==> config.mk <==
export PLATFORM = sky130hd
export DESIGN_NAME = instr_fetcher
export DESIGN_NICKNAME = d
export VERILOG_FILES = /design/src/rtl/instr_fetcher.sv
export SDC_FILE = /design/constraint.sdc
export NUM_CORES = 1
export LEC_CHECK = 0
export ABC_AREA = 1
export CAP_MARGIN = 10
export CORE_MARGIN = 5
export CORE_UTILIZATION = 46
export CTS_CLUSTER_DIAMETER = 40
export DETAILED_ROUTE_END_ITERATION = 8
export GPL_TIMING_DRIVEN = 0
export PLACE_DENSITY = 0.79
export SLEW_MARGIN = 20
export SYNTH_ARGS = -nofsm -noshare
export SYNTH_HDL_FRONTEND = slang
export SYNTH_SLANG_ARGS = --single-unit
==> constraint.sdc <==
create_clock -name clk -period 6.52 [get_ports clk]
set_input_delay 0.652 -clock clk [delete_from_list [all_inputs] [get_ports clk]]
set_output_delay 0.652 -clock clk [all_outputs]
set_load 0.005 [all_outputs]
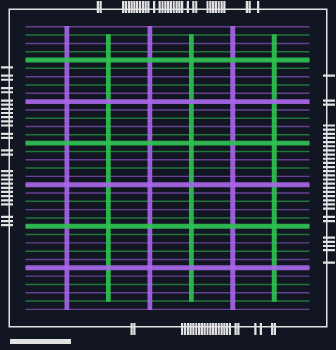
**Above:** run 1 (PDN straps and rails).
Scale bar: 20 microns. Pins as bars on the die edge.
- purple: VSS
- green: VDD
- met1 rails: 35
- rows: 34
- met5 straps: 6
- signal pins: 120
Die Y-Extent: 103 microns
maximum VDD drop: 0.000208 V

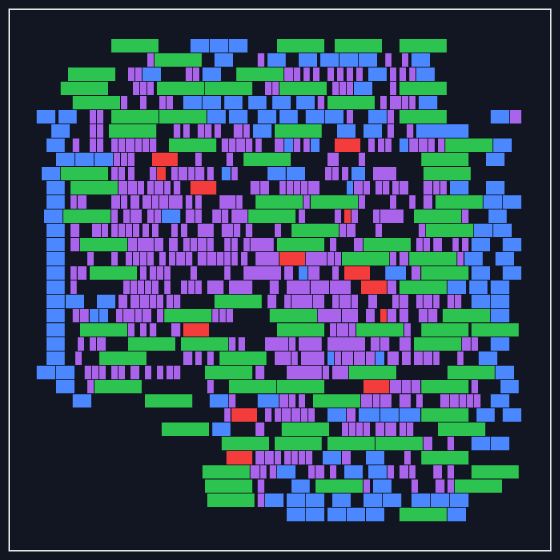
**Above:** run 1 (placement by cell class).
- purple: combinational and other logic (cells 405; share of their area 35%)
- blue: remaining buffers and delay cells (cells 135; share of their area 24%)
- green: sequential cells (cells 81; share of their area 38%)
- red: clock drivers and dummy loads (cells 13; share of their area 2.8%)
row cnt: 34
Core Box Area: 8590 sq um
flop share of the area: 36.7%
final instance area: 5520 sq um

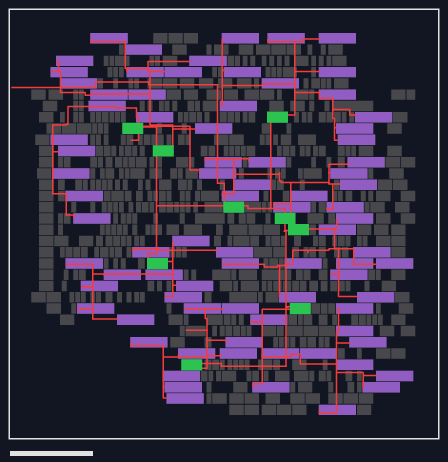
**Above:** run 1 (clock network drawn from the DEF).
Scale bar: 20 microns.
- green: clock drivers (count 9)
- red: clock wires (length 998 microns)
- purple: flip-flops (count 81)
- flops lie: all over the die
Worst Skew: 0.00631 ns
worst skew pair latency: 0.35 ns
Clk pwr share: 15.0%

==> impl_metrics.tcl, run 1 <==
# flow metrics
set metrics [dict create \
    synth-seq-cells 81 \
    p_seq_uw 775 \
    power.internal_mw 1.27 \
    maxUsedRoutingLayer "met4" \
    place_inst 729 \
    clkTransAtPathRegs_ns 0.08 \
    common_cells "205 x nand2_1, 81 x dfrtp_1, 39 x o21ai_0, 31 x inv_1, 31 x nor2_1" \
    critical_path.top_delay_family "adder cells" \
    dr.pass1.iters 5 \
    synth_cell_types 30 \
    antenna_cells_inserted 0 \
    fin_crit_ns 3.34 \
    cp_data_required_time_ns 5.87 \
    areaGrowthSynthToFinish_pct 37.5 \
    r2r_slack_ns 4.39 \
    slew_violations 0 \
    grt_use_met1_pct 27.8 \
    yosys_warnings 0 \
    inverters 35 \
    ctsHoldBuffers 0 \
    via_count 3759 \
    fp_nets 551 \
    grt_max_degree 47 \
    tightest_slew_ns 0.552 \
    netlist.area_leader.share_pct 50.5 \
    root_buffer "clkbuf_8" \
    sh_comb_area_pct 31.8 \
    ys_async_sr_fraction_pct 100 \
    wire_per_inst_microns 14.7 \
    seq_area_sq_um 2030 \
    avgViaCountPerCell 5.07 \
    worstSetupStartpointType "register" \
    cp.depth 9 \
    swShare_pct 39.2 \
    critical_path.endpoint_type "primary output" \
    gp_congestion 0.912 \
    clock_area_share_pct 2.72 \
    wl_met2_microns 5330 \
    critPathSlowestCell "clkdlybuf4s50_1" \
    routed_wl_microns 10900 \
    maxCapViolations 0 \
    pg_comb_mw 1.00 \
    hold_class "register to register" \
    drc 0 \
    ff_type "dfrtp_1" \
    warning_count 30 \
    largest_reg_flops 32 \
    synthCells 501 \
    rr_worst_depth 7 \
    cp_slowest_stage_delay_ns 0.52 \
    powerDensity_nw_per_um2 378 \
    gr-usage-met3_pct 4.56 \
    met2_usage_pct 35.0 \
    top_logic_kind "simple AND/OR/NAND/NOR gates" \
    num-clock-buffers 12 \
    lay_top_count "nand2_1" \
    drive_above_1_share_pct 7.10 \
    flops 81 \
    compound_area_share_pct 9.26 \
    arrival_ns 2.69 \
    grt_pass1_wl_microns 17900 \
    crit_type "register to primary output" \
    n_all_buffers 135 \
    synth_top_cell_by_count "nand2_1" \
    clock_sinks 81 \
    cts_buffers 9 \
    busiest_layer "met2" \
    fill_cells 723 \
    xor_share_pct 1.09 \
    status "finished, final reports clean" \
    antenna_found_initial 0 \
    core_util_floorplan_pct 46.7 \
    combPwrFrac_pct 47.9 \
    biggestCellCategory "sequential cells" \
    synth_top_cell_by_area "dfrtp_1" \
    cts_tree "yes" \
    seqPwrFrac_pct 37.1 \
    power_clock_uw 312 \
    layout_top_cells "205 x nand2_1, 119 x clkdlybuf4s50_1, 81 x dfrtp_1" \
    cp_cell_sequence "ha_1 -> fa_1 -> nand2_1 -> nand2_1 -> nand3_1 -> xor2_1 -> inv_1 -> nor2_1 -> clkdlybuf4s50_1" \
    p_switching_uw 817 \
    num-multi-input-gates 370 \
    final_nets 682 \
    num_tap_cells 108 \
    io_buffers 119 \
    synth_area_sq_um 4010 \
    wl_met3_microns 594 \
    ant_nets 0 \
    dp.final_hpwl_microns 8590 \
    post-route-period-util_pct 51.3 \
    top_power_group "combinational cells" \
    comb_area_sq_um 1760 \
    ys_cells 501 \
    post_cts_buffers 0 \
    nonClkBufAreaFrac_pct 23.9 \
    instances_no_fill 742 \
    boundaryPins 120 \
    synthSimpleGateAreaFrac_pct 29.8 \
    track_usage_pct 21.5 \
]
[run 1: cells by family (layout without fill, tap and decap cells)]
| group | Yosys count | count (layout) |
|---|---|---|
| AND/OR/NAND/NOR | 283 | 283 |
| buffers and inverters | 50 | 183 |
| adder cells (fa/ha/maj) | 11 | 11 |
| XOR/XNOR | 5 | 5 |
| AND-OR/OR-AND | 71 | 71 |
| flip-flops | 81 | 81 |
[run 1: through the flow]
stage	util (%)	worst slack [ns]	power (mW)	area, sq um	hold WS, ns
floorplan	-	3.79	1.29	4010	0.455
global route	64.2	3.02	2.25	5520	0.502
global placement	62.1	2.60	1.75	5340	0.455
CTS	64.2	3.17	2.10	5520	0.480
detailed placement	62.5	3.58	1.78	5370	0.461
finish	64.2	3.18	2.09	5520	0.474
## Run 2: what changed since run 1
Clock period 6.52 ns to 3.2 ns, I/O delays scaled along.
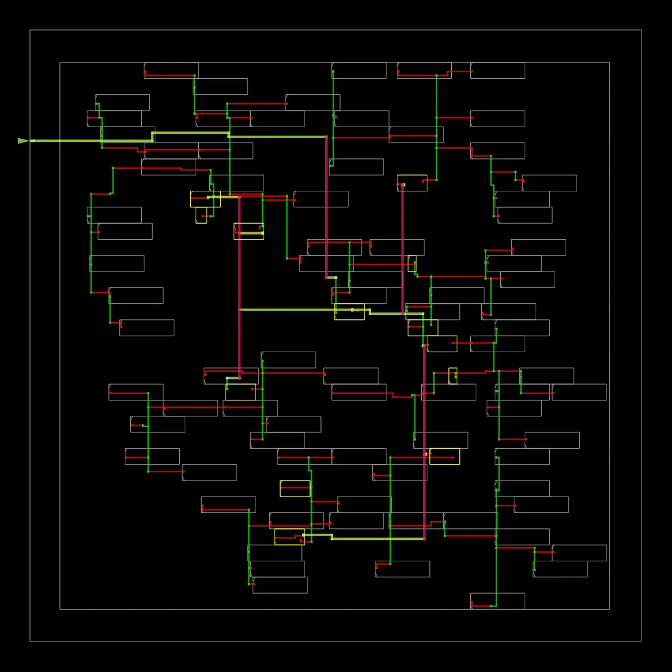
**Above:** run 2 (clock wiring as the flow saved it).
clkbuf count: 12
clk sink count: 81
Flops: 81
CTS Buf Count: 9
Power Clock: 636 uW

==> run 2 against run 1 <==
Via count unchanged. First-iteration DRC count unchanged. Combinational power rose by 100%. Worst hold slack worse by 0.13 ns. Critical endpoint unchanged. Flip-flop count unchanged. Wire length is the same. Register-to-register slack worse by 3.3 ns.
==> impl_metrics.tcl, run 2 <==
# flow metrics
set metrics [dict create \
    final_nets 682 \
    pg_comb_mw 2.04 \
    synth_top_cell_by_count "nand2_1" \
    fill_cells 723 \
    comb_area_sq_um 1760 \
    grt_max_degree 47 \
    peakVddDrop_v 0.000424 \
    post-route-period-util_pct 94.1 \
    sh_seq_area_pct 36.7 \
    wl_met3_microns 594 \
    fp_nets 551 \
    num-multi-input-gates 370 \
    largest_reg_flops 32 \
    p_switching_mw 1.66 \
    warning_count 30 \
    antenna_cells_inserted 0 \
    layout_top_cells "205 x nand2_1, 119 x clkdlybuf4s50_1, 81 x dfrtp_1" \
    nonClkBufAreaFrac_pct 23.9 \
    place_inst 729 \
    gr-usage-met3_pct 4.56 \
    drive_above_1_share_pct 7.10 \
    wl_met2_microns 5330 \
    crit_type "register to primary output" \
    hold_class "primary input to async pin" \
    maxUsedRoutingLayer "met4" \
    p_seq_mw 1.58 \
    busiest_layer "met2" \
    p_clk_share_pct 15.0 \
    gp_congestion 0.912 \
    core_sq_um 8590 \
    critical_path.endpoint_type "primary output" \
    inverters 35 \
    areaGrowthSynthToFinish_pct 37.5 \
    rr_worst_depth 7 \
    swShare_pct 39.2 \
    top_logic_kind "simple AND/OR/NAND/NOR gates" \
    cts_tree "yes" \
    synth-seq-cells 81 \
    grt_use_met1_pct 27.8 \
    track_usage_pct 21.5 \
    tightest_slew_ns 0.552 \
    combPwrFrac_pct 47.9 \
    synth_cell_types 30 \
    grt_pass1_wl_microns 17900 \
    ant_nets 0 \
    r2r_slack_ns 1.07 \
    netlist.area_leader.share_pct 50.5 \
    lay_top_count "nand2_1" \
    fp-row-count 34 \
    synthCells 501 \
    ctsHoldBuffers 0 \
    io_buffers 119 \
    sh_comb_area_pct 31.8 \
    core_util_floorplan_pct 46.7 \
    design_power_total_mw 4.25 \
    maxCapViolations 0 \
    synth_top_cell_by_area "dfrtp_1" \
    synth_area_sq_um 4010 \
    fin_area_sq_um 5520 \
    clkLatencyLatePin_ns 0.35 \
    arrival_ns 2.69 \
    n_all_buffers 135 \
    common_cells "205 x nand2_1, 81 x dfrtp_1, 39 x o21ai_0, 31 x inv_1, 31 x nor2_1" \
    whs_ns 0.342 \
    ff_type "dfrtp_1" \
    worstSetupStartpointType "register" \
    synthSimpleGateAreaFrac_pct 29.8 \
    clock_area_share_pct 2.72 \
    avgViaCountPerCell 5.07 \
    wire_per_inst_microns 14.7 \
    seqPwrFrac_pct 37.1 \
    dp.final_hpwl_microns 8590 \
    ys_cells 501 \
    post_cts_buffers 0 \
    seq_area_sq_um 2030 \
    clock-skew-final_ns 0.00631 \
    place_area_sq_um 5370 \
    dr.pass1.iters 5 \
    status "finished, final reports clean" \
    biggestCellCategory "sequential cells" \
    slew_violations 0 \
]
==> run 2: through the flow <==
step / utilization [%] / worst slack [ns] / setup TNS, ns
after floorplan: - / 0.800 / 0
after global placement: 62.1 / -0.392 / -31.41
after detailed placement: 62.5 / 0.589 / 0
after CTS: 64.2 / 0.186 / 0
after global routing: 64.2 / 0.0291 / 0
final: 64.2 / 0.189 / 0
==> run 2: worst max-delay path, stage by stage (launching register included) <==
cell             delay, ns
dfrtp_1               0.47
ha_1                  0.26
fa_1                  0.41
nand2_1               0.08
nand2_1               0.09
nand3_1               0.11
xor2_1                0.23
inv_1                 0.07
nor2_1                0.11
clkdlybuf4s50_1       0.52
Power and IR drop assume default switching activity.
